**Run 1: layout detail**

Region (6, 45) to (31, 70) um. Cells in gray, sequential cells in the stronger gray; small squares are vias.
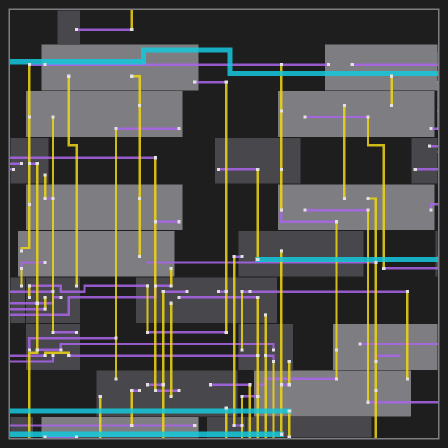
**Run 1: metal 1**

Drawn at 6 px/um.
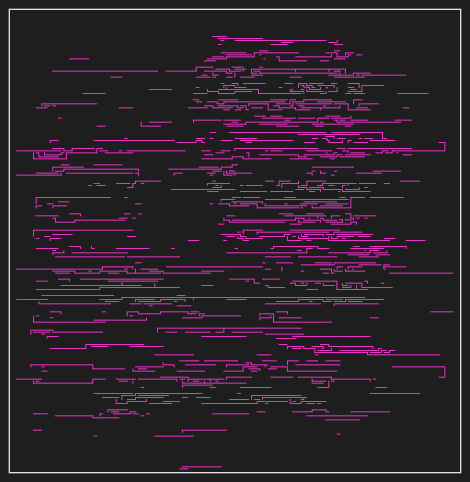
**Run 1: cell classes on the final placement**

Drawn at 4 px/um.
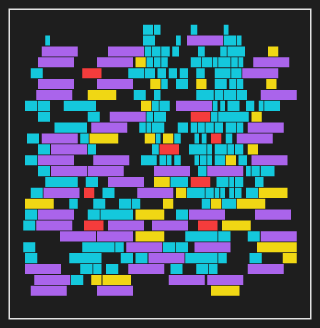
[src/rtl/uctl_tx_pkt_drain_if.sv]
// ---------------------------------------------------------------------------
// uctl_tx_pkt_drain_if
//   Bus bundle between the endpoint TX FIFO / packet control, the drain block
//   and the USB TX data-phase encoder.
//
//   Signals:
//     pkt_start, pkt_len           packet command (pkt_len sampled with pkt_start)
//     fifo_empty, fifo_dataOut,    FIFO status and fall-through head word
//     fifo_numOfData, fifo_rdEn    FIFO word count (status only) and pop strobe
//     tx_valid, tx_data, tx_last,  byte stream towards the encoder
//     tx_ready
//     tx_zlp, pkt_done, busy,      packet status
//     tx_abort
//
//   Modports:
//     slave  - the drain block (consumes commands/FIFO, drives the byte stream)
//     master - the environment (FIFO, encoder, packet control)
// ---------------------------------------------------------------------------
interface uctl_tx_pkt_drain_if #(
   parameter int ADD_WIDTH = 4,
   parameter int LEN_WIDTH = 11
);
   logic                 pkt_start;
   logic [LEN_WIDTH-1:0] pkt_len;
   logic                 fifo_empty;
   logic [31:0]          fifo_dataOut;
   logic [ADD_WIDTH:0]   fifo_numOfData;
   logic                 fifo_rdEn;
   logic                 tx_valid;
   logic [7:0]           tx_data;
   logic                 tx_last;
   logic                 tx_ready;
   logic                 tx_zlp;
   logic                 pkt_done;
   logic                 busy;
   logic                 tx_abort;

   modport slave (
      input  pkt_start, pkt_len, fifo_empty, fifo_dataOut, fifo_numOfData, tx_ready,
      output fifo_rdEn, tx_valid, tx_data, tx_last, tx_zlp, pkt_done, busy, tx_abort
   );

   modport master (
      output pkt_start, pkt_len, fifo_empty, fifo_dataOut, fifo_numOfData, tx_ready,
      input  fifo_rdEn, tx_valid, tx_data, tx_last, tx_zlp, pkt_done, busy, tx_abort
   );
endinterface

[src/rtl/uctl_tx_pkt_drain.sv]
// ---------------------------------------------------------------------------
// uctl_tx_pkt_drain
//   Drains a packet of pkt_len bytes from the 32-bit endpoint TX FIFO and
//   serialises it little-endian into an 8-bit valid/ready byte stream for the
//   USB TX encoder. Whole words are popped; unused upper bytes of the last
//   word are discarded. pkt_len==0 produces a single tx_zlp pulse instead.
//
//   Ports:
//     clk     system clock
//     rst_n   asynchronous active-low reset
//     sw_rst  synchronous soft reset (active high, overrides everything)
//     bus     uctl_tx_pkt_drain_if.slave (command, FIFO, byte stream, status)
//
//   Optional feature (compile-time macro UCTL_TX_UNDERRUN_ABORT_EN):
//     when defined, UNDERRUN_TO consecutive FIFO-empty cycles while waiting
//     for the next word abort the packet with a tx_abort pulse. When not
//     defined, the block waits for data indefinitely and tx_abort is 0.
// ---------------------------------------------------------------------------
module uctl_tx_pkt_drain #(
   parameter int ADD_WIDTH   = 4,
   parameter int LEN_WIDTH   = 11,
   parameter int UNDERRUN_TO = 16
) (
   input  logic                    clk,
   input  logic                    rst_n,
   input  logic                    sw_rst,
   uctl_tx_pkt_drain_if.slave      bus
);

   typedef enum logic [1:0] {
      IDLE  = 2'd0,
      FETCH = 2'd1,
      SEND  = 2'd2,
      DONE  = 2'd3
   } state_e;

   localparam logic [LEN_WIDTH-1:0] REM_ONE = LEN_WIDTH'(1);

   state_e               state_q, state_d;
   logic [LEN_WIDTH-1:0] rem_q, rem_d;
   logic [1:0]           idx_q, idx_d;
   logic [31:0]          word_q, word_d;
   logic                 zlp_q, zlp_d;

   // Word count is status only; flow control uses fifo_empty.
   logic [ADD_WIDTH:0]   unused_level;
   assign unused_level = bus.fifo_numOfData;

`ifdef UCTL_TX_UNDERRUN_ABORT_EN
   localparam int                 STALL_W    = $clog2(UNDERRUN_TO + 1);
   localparam logic [STALL_W-1:0] STALL_LAST = STALL_W'(UNDERRUN_TO - 1);
   localparam logic [STALL_W-1:0] STALL_ONE  = STALL_W'(1);

   logic [STALL_W-1:0] stall_q, stall_d;
`else
   logic [31:0] unused_to;
   assign unused_to = UNDERRUN_TO;
`endif

   assign bus.busy   = (state_q != IDLE);
   assign bus.tx_zlp = zlp_q;

   always_comb begin
      state_d = state_q;
      rem_d   = rem_q;
      idx_d   = idx_q;
      word_d  = word_q;
      zlp_d   = 1'b0;
`ifdef UCTL_TX_UNDERRUN_ABORT_EN
      stall_d = stall_q;
`endif
      bus.fifo_rdEn = 1'b0;
      bus.tx_valid  = 1'b0;
      bus.tx_data   = '0;
      bus.tx_last   = 1'b0;
      bus.pkt_done  = 1'b0;
      bus.tx_abort  = 1'b0;

      case (state_q)
         IDLE: begin
            if (bus.pkt_start) begin
               if (bus.pkt_len == '0) begin
                  zlp_d = 1'b1;
               end else begin
                  rem_d   = bus.pkt_len;
                  idx_d   = '0;
                  state_d = FETCH;
`ifdef UCTL_TX_UNDERRUN_ABORT_EN
                  stall_d = '0;
`endif
               end
            end
         end

         FETCH: begin
            if (!bus.fifo_empty) begin
               bus.fifo_rdEn = 1'b1;
               word_d        = bus.fifo_dataOut;
               state_d       = SEND;
`ifdef UCTL_TX_UNDERRUN_ABORT_EN
               stall_d       = '0;
`endif
            end else begin
`ifdef UCTL_TX_UNDERRUN_ABORT_EN
               // Abort fires in the UNDERRUN_TO-th consecutive empty cycle.
               if (stall_q == STALL_LAST) begin
                  bus.tx_abort = 1'b1;
                  state_d      = IDLE;
                  stall_d      = '0;
               end else begin
                  stall_d = stall_q + STALL_ONE;
               end
`endif
            end
         end

         SEND: begin
            bus.tx_valid = 1'b1;
            bus.tx_data  = word_q[{idx_q, 3'b000} +: 8];
            bus.tx_last  = (rem_q == REM_ONE);
            if (bus.tx_ready) begin
               rem_d = rem_q - REM_ONE;
               idx_d = idx_q + 2'd1;
               if (rem_q == REM_ONE) begin
                  state_d = DONE;
               end else if (idx_q == 2'd3) begin
                  state_d = FETCH;
               end
            end
         end

         DONE: begin
            bus.pkt_done = 1'b1;
            state_d      = IDLE;
         end

         default: state_d = IDLE;
      endcase

      // Soft reset wins; the pop is suppressed so no FIFO word is lost.
      if (sw_rst) begin
         state_d       = IDLE;
         rem_d         = '0;
         idx_d         = '0;
         word_d        = '0;
         zlp_d         = 1'b0;
         bus.fifo_rdEn = 1'b0;
`ifdef UCTL_TX_UNDERRUN_ABORT_EN
         stall_d       = '0;
`endif
      end
   end

   always_ff @(posedge clk or negedge rst_n) begin
      if (!rst_n) begin
         state_q <= IDLE;
         rem_q   <= '0;
         idx_q   <= '0;
         word_q  <= '0;
         zlp_q   <= 1'b0;
`ifdef UCTL_TX_UNDERRUN_ABORT_EN
         stall_q <= '0;
`endif
      end else begin
         state_q <= state_d;
         rem_q   <= rem_d;
         idx_q   <= idx_d;
         word_q  <= word_d;
         zlp_q   <= zlp_d;
`ifdef UCTL_TX_UNDERRUN_ABORT_EN
         stall_q <= stall_d;
`endif
      end
   end

endmodule

[src/flat_wrapper.sv]
// flat-port wrapper written by rule: the top's interface ports become plain ports
module uctl_tx_pkt_drain_flat 
#(
   parameter int ADD_WIDTH   = 4,
   parameter int LEN_WIDTH   = 11,
   parameter int UNDERRUN_TO = 16
)
  (clk, rst_n, sw_rst, bus_pkt_start, bus_pkt_len, bus_fifo_empty, bus_fifo_dataOut, bus_fifo_numOfData, bus_tx_ready, bus_fifo_rdEn, bus_tx_valid, bus_tx_data, bus_tx_last, bus_tx_zlp, bus_pkt_done, bus_busy, bus_tx_abort);
  uctl_tx_pkt_drain_if #(.ADD_WIDTH(ADD_WIDTH), .LEN_WIDTH(LEN_WIDTH)) bus_i ();
  input  logic clk;
  input  logic rst_n;
  input  logic sw_rst;
  input wire logic [$bits(bus_i.pkt_start)-1:0] bus_pkt_start;
  input wire logic [$bits(bus_i.pkt_len)-1:0] bus_pkt_len;
  input wire logic [$bits(bus_i.fifo_empty)-1:0] bus_fifo_empty;
  input wire logic [$bits(bus_i.fifo_dataOut)-1:0] bus_fifo_dataOut;
  input wire logic [$bits(bus_i.fifo_numOfData)-1:0] bus_fifo_numOfData;
  input wire logic [$bits(bus_i.tx_ready)-1:0] bus_tx_ready;
  output wire logic [$bits(bus_i.fifo_rdEn)-1:0] bus_fifo_rdEn;
  output wire logic [$bits(bus_i.tx_valid)-1:0] bus_tx_valid;
  output wire logic [$bits(bus_i.tx_data)-1:0] bus_tx_data;
  output wire logic [$bits(bus_i.tx_last)-1:0] bus_tx_last;
  output wire logic [$bits(bus_i.tx_zlp)-1:0] bus_tx_zlp;
  output wire logic [$bits(bus_i.pkt_done)-1:0] bus_pkt_done;
  output wire logic [$bits(bus_i.busy)-1:0] bus_busy;
  output wire logic [$bits(bus_i.tx_abort)-1:0] bus_tx_abort;
  assign bus_i.pkt_start = bus_pkt_start;
  assign bus_i.pkt_len = bus_pkt_len;
  assign bus_i.fifo_empty = bus_fifo_empty;
  assign bus_i.fifo_dataOut = bus_fifo_dataOut;
  assign bus_i.fifo_numOfData = bus_fifo_numOfData;
  assign bus_i.tx_ready = bus_tx_ready;
  assign bus_fifo_rdEn = bus_i.fifo_rdEn;
  assign bus_tx_valid = bus_i.tx_valid;
  assign bus_tx_data = bus_i.tx_data;
  assign bus_tx_last = bus_i.tx_last;
  assign bus_tx_zlp = bus_i.tx_zlp;
  assign bus_pkt_done = bus_i.pkt_done;
  assign bus_busy = bus_i.busy;
  assign bus_tx_abort = bus_i.tx_abort;
  uctl_tx_pkt_drain #(.ADD_WIDTH(ADD_WIDTH), .LEN_WIDTH(LEN_WIDTH), .UNDERRUN_TO(UNDERRUN_TO)) u_core (.clk(clk), .rst_n(rst_n), .sw_rst(sw_rst), .bus(bus_i));
endmodule
[config.mk]
export PLATFORM = sky130hd
export DESIGN_NAME = uctl_tx_pkt_drain_flat
export DESIGN_NICKNAME = d
export VERILOG_FILES = /design/src/rtl/uctl_tx_pkt_drain_if.sv /design/src/rtl/uctl_tx_pkt_drain.sv /design/src/flat_wrapper.sv
export SDC_FILE = /design/constraint.sdc
export NUM_CORES = 1
export LEC_CHECK = 0
export CORE_AREA = 3 3 72 74
export DETAILED_ROUTE_END_ITERATION = 8
export DIE_AREA = 0 0 75 77
export DONT_BUFFER_PORTS = 1
export GPL_TIMING_DRIVEN = 1
export PLACE_DENSITY = 0.67
export SLEW_MARGIN = 5
export SYNTH_ARGS = -nofsm -noshare
export SYNTH_HDL_FRONTEND = slang
export SYNTH_SLANG_ARGS = --single-unit
[constraint.sdc]
create_clock -name clk -period 2.4 [get_ports clk]
set_clock_uncertainty 0.2 [all_clocks]
set_input_delay 0.48 -clock clk [delete_from_list [all_inputs] [get_ports clk]]
set_output_delay 0.48 -clock clk [all_outputs]
set_load 0.05 [all_outputs]
==> summary.txt, run 1 <==
Implementation progress

The largest fanout on the critical path stands at 3. The clock network power stands at about 0.51 mW. The placement-stage cell area stands at approximately 0.0027 mm^2. According to the CTS report, the clock sink count is between 40 and 50. Before any placement, the netlist area is recorded as between 0.002 and 0.0025 mm^2. The leakage power total stands at approximately 1.3 nW. Multiplexer cells account for between 8 and 9% of the synthesized area. The number of enable-type register cells in the synthesized netlist stands at 0. The final reports fail on negative setup slack. The worst setup path is captured at an output port. The longest incremental delay of any stage on the critical path is reported as between 0.5 and 0.6 ns.

Dividing the detail-routed via count by the number of cells gives approximately 6.6. The flip-flop and latch power stands at about 0.91 mW. The area of the die stands at between 0.005 and 0.006 mm^2. The met3 track demand over resource in global routing stands at under 10%.

In the log, the iteration count for the first detailed-route pass is 4. The share of final-layout standard cells stronger than drive strength 1 stands at roughly 22%. The report lists the cells along the critical path as or4_4 > nor4_4 > buf_4 > and2_4 > buf_12.

The final report lists the setup-violating endpoint count as 1. The total tool warning count stands at 34. After technology mapping, the gate count stands at 217. In this run, the clock network consumes approximately 29% of the power.

Static timing analysis puts the maximum clock frequency at roughly 390 MHz. The root buffer cell chosen for the clock tree is clkbuf_8. The routed length per placed instance stands at 20.4 um. The count of nets left with antenna violations after detail routing stands at 0.

Buffers inserted during clock tree synthesis total 5. The flow ran to the end, but the final reports show violations. The number of hold buffers added after CTS was 2.

The vertical die dimension reported for this design is about 77 um. Summing the areas of all compound-gate instances in the mapped netlist gives between 20% and 30% of the synthesized area. The group that draws the most power in this run is sequential cells. The fraction of registers with async set/reset stands at 100%. From synthesis to final layout, the design area changed by 20.0%. The critical path in the final layout is reported with a setup slack of -0.188 ns. For the worst setup path, the data required time is 1.72 ns.

The number of port buffers stands at 0. The number of antenna violations at the first check in global routing stands at 0. The routed layout reports a DRC error count of 0. After legalization and detailed placement, the total HPWL measured 4150 um.
-- 'layout detail' (at the start) --
legend:
  cyan:
    layer: metal 3
  purple:
    layer: metal 1
  yellow:
    layer: metal 2
most frequent: dfrtp_1 (9), a22o_1 (4), mux4_2 (2)
netlist names of flops here include: u_core.word_q (5), u_core.rem_q (4)
sequential cells in the window: 9
cells with their middle in the window: 18

-- 'metal 1' (at the start) --
wire length on this layer: 2410 um
main direction: horizontal
Routed WL: 5920 um
GR met1 Demand/Resource: 29.7%
total number of vias: 1904

-- 'cell classes on the final placement' (at the start) --
legend:
  red:
    class: clock drivers and dummy loads
    cells: 8
    share_of_their_area: 3.4%
  purple:
    class: flops
    cells: 48
    share_of_their_area: 42%
  cyan:
    class: combinational and other logic
    cells: 152
    share_of_their_area: 42%
  yellow:
    class: other buffers and delay cells
    cells: 28
    share_of_their_area: 13%
number of core rows: 25
proportion of cell area occupied by registers: 41.2%
area of the core: 0.00466 mm^2

## run 1: worst max-delay path, delay by kind of cell, from the launching register on
kind | cells | cell delay (ns)
buffers and inverters | 2 | 0.28
flip-flops | 1 | 0.39
AND/OR/NAND/NOR | 3 | 0.93
## run 1: worst paths after layout
| check | startpoint | to | slack, ns | cells past startpoint |
|---|---|---|---|---|
| setup / recovery | u_core.rem_q[8] | bus_tx_last | -0.19 | 5 |
| hold / removal | sw_rst | u_core.rem_q[1] | 0.06 | 1 |
| setup reg to reg | u_core.rem_q[4] | u_core.rem_q[9] | 0.31 | 5 |
| hold reg to reg | u_core.word_q[1] | u_core.word_q[1] | 0.30 | 1 |
| max in group asynchronous | rst_n | u_core.rem_q[5] | 1.31 | 2 |
| min in group asynchronous | rst_n | u_core.word_q[28] | 0.46 | 2 |
## run 1: cell type report
cell class                 instances  area [um^2]  area share [%]
clock inverter                     2         15.0           0.515
timing repair buffer              28          362            12.4
multi-input combinational        145         1160            39.9
sequential                        48         1200            41.2
tap                               54         67.6            2.32
clock buffer                       6         82.6            2.83
inverter                           7         26.3           0.901
## run 1: sequential cells by signal, indices dropped and copies added, names as in the netlist
signal,count
u_core.bus.tx_zlp,1
u_core.word_q,32
u_core.state_q,2
u_core.idx_q,2
u_core.rem_q,11
## run 1: cells in the mapped netlist, drive strengths merged, types with 5 or more instances
library cell / count / area [um^2]
mux4: 8 / 180
nor3: 7 / 35.0
nor4: 7 / 43.8
o21ai: 13 / 65.1
a22o: 32 / 280
and2: 11 / 68.8
nand2b: 5 / 31.3
buf: 6 / 32.5
inv: 7 / 26.3
clkbuf: 11 / 41.3
dfrtp: 48 / 1200
a21oi: 6 / 30.0
nor2: 11 / 41.3
==> run 2, diff against run 1 <==
ABC_AREA = 0   (was default)
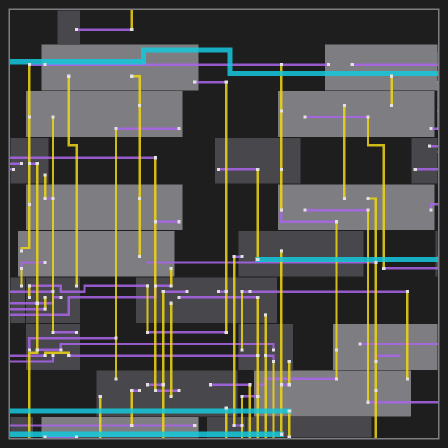
**Above:** run 2 (layout detail).
Region (6, 45) to (31, 70) um. Cells in gray, sequential cells in the stronger gray; small squares are vias.
legend:
  cyan:
    layer: metal 3
  yellow:
    layer: metal 2
  purple:
    layer: metal 1
sequential cells in the window: 9
most frequent: dfrtp_1 (9), a22o_1 (4), mux4_2 (2)
netlist names of flops here include: u_core.word_q (5), u_core.rem_q (4)
cells with their middle in the window: 18

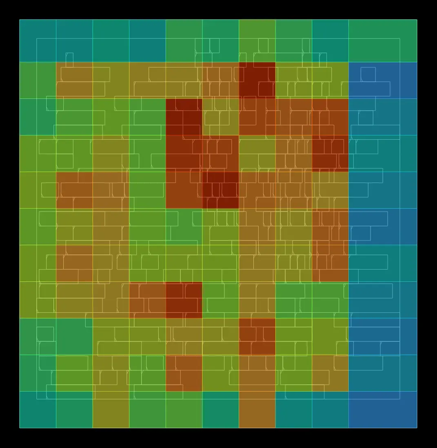
**Above:** run 2 (routing congestion map).
GR met2 Demand/Resource: 33.6%
grt met3 use: 8.13%
detail-routed net length per standard cell: 20.4 um
final core utilization: 62.6%
layer with the highest usage: met2

==> run 2 against run 1 <==
The run still ends with negative setup slack left. Count of clock-buffer cells in the layout is the same. Clock power about the same. Hold slack did not move. Area after synthesis unchanged. Design area is the same. First-iteration DRC count unchanged. Register-to-register slack about the same. Largest power group unchanged. Maximum frequency unchanged. Setup slack is the same. Sequential cell count did not move. Core utilization did not move. Non-clock buffer count unchanged.
==> summary.txt, run 2 <==
Implementation progress

The flow ran to the end, but the final reports show violations. The checks that failed: negative setup slack. The worst setup path is captured at an output port. The register with the most flip-flops in the layout has 32 of them.

The fraction of post-synthesis cell area in the top cell type by area stands at 49.4%. Synthesis produced a netlist whose cell count is 217. The register-to-register path setup slack stands at about 0.31 ns. dfrtp_1 takes more of the synthesized area than any other cell.

The core footprint stands at roughly 0.0047 mm^2. The number of clock sinks stands at 48. The final report lists the setup-violating endpoint count as 1. The number of antenna violations at the first check in global routing stands at 0. Ranked by flip-flop count, first place goes to u_core.word_q.

For this run, the detailed router's first-pass iteration total came to 4. In this run the static leakage power is between 1 and 1.5 nW. Detailed routing inserted a total of between 1500 and 2000 vias.

Per STA, the worst path accumulates the most delay in the family simple AND/OR/NAND/NOR gates. The share of final-layout standard cells stronger than drive strength 1 stands at 22.5%. The die outline height stands at roughly 77 um. The required time at the endpoint of the critical path stands at about 1.7 ns. The floorplan step defined a die boundary enclosing around 0.0058 mm^2. The startpoint identified for the worst register-to-register timing path is u_core.rem_q[4].

The total of hold buffers inserted after clock tree synthesis stands at 2. The path with the worst hold slack has its endpoint at u_core.rem_q[1]. After detailed routing, the number of remaining DRC violations is 0.

The main area contributors are dfrtp_1, a22o_1, mux4_2. The count of buffers added on input and output ports is 0. The number of rows created at floorplan stands at 25. The detailed router reported a total wirelength of 5920 um. The count of nets left with antenna violations after detail routing stands at 0. The critical path in the final layout is reported with a setup slack of -0.188 ns.

The largest registers in the layout are u_core.word_q: 32 flops, u_core.rem_q: 11 flops. The clock network fraction of total power stands at roughly 29%. Yosys reports that the most numerous cell types are dfrtp_1, a22o_1, o21ai_0. The total tool warning count stands at 34. From synthesis to final layout, the design area changed by 20.0%.

The post-synth count of flops with an enable pin is 0. The highest clock rate stands at approximately 390 MHz. Sequential cells consume a total of between 0.9 and 1 mW. The largest fanout on the critical path stands at 3. In this run, CTS created clock tree buffers numbering 5. dfrtp_1 is the most common cell in the netlist. The detail-routed via count per cell stands at roughly 6.6. Before any placement, the netlist area is recorded as ~0.0024 mm^2.
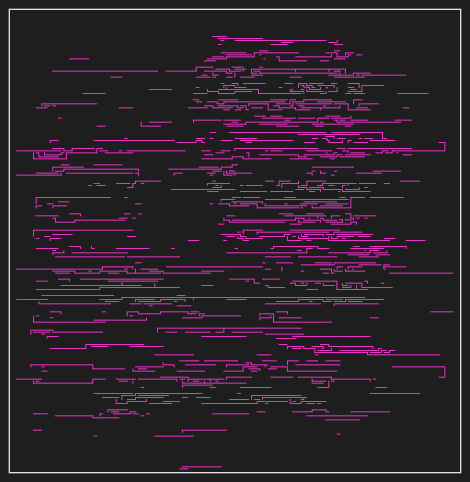
**Above:** run 2 (metal 1).
Drawn at 6 px/um.
wire length on this layer: 2410 um
longest straight run: 40.5 um
nets with wire on the layer: 243
main direction: horizontal
share of all routed wire: 41%

-- run 2: cell counts after synthesis --
Identical to the previous run, type by type.
-- run 2: kinds of logic after synthesis --
kind of cell,Yosys count,share of synthesized area (%)
AND-OR/OR-AND,74,23.3
AND/OR/NAND/NOR,57,13.2
flip-flops,48,49.4
buffers and inverters,24,4.12
multiplexers,10,8.29
adder cells (fa/ha/maj),3,1.54
other,1,0.154
-- run 2: per-layer routing --
layer,up-vias,GRT usage (%),share of wire [%]
met5,-,0,0
met4,0,6.58,1.7
met3,12,8.13,9.3
met2,91,33.6,48
met1,929,29.7,41
li1,872,-,-
-- run 2: through the flow --
stage	setup TNS (ns)	std cells	cell area (um^2)	utilization, %	setup slack (ns)
after floorplan	0	217	2430	-	0.0241
after global placement	0	277	2730	58.6	0.0276
after detailed placement	0	277	2730	58.6	0.0159
after CTS	-0.192	289	2910	62.4	-0.192
after global routing	-0.456	290	2920	62.6	-0.245
final	-0.188	290	2920	62.6	-0.188
-- run 2: worst max path at each step --
| stage | startpoint | to | slack [ns] | cells after the start |
|---|---|---|---|---|
| after floorplan | u_core.rem_q[5] | bus_tx_last | 0.02 | 4 |
| after global placement | u_core.rem_q[5] | bus_tx_last | 0.03 | 5 |
| after detailed placement | u_core.rem_q[6] | bus_tx_last | 0.02 | 5 |
| after CTS | u_core.rem_q[10] | bus_tx_last | -0.19 | 5 |
| after global routing | u_core.rem_q[8] | bus_tx_last | -0.25 | 5 |
| final | u_core.rem_q[8] | bus_tx_last | -0.19 | 5 |
-- run 2: cell type report --
cell class,count,area (um^2)
fill,361,1740
sequential,48,1200
multi-input combinational,145,1160
timing repair buffer,28,362
clock buffer,6,82.6
tap,54,67.6
inverter,7,26.3
clock inverter,2,15.0
No activity file was given, so power comes from the tool's default toggle rates.
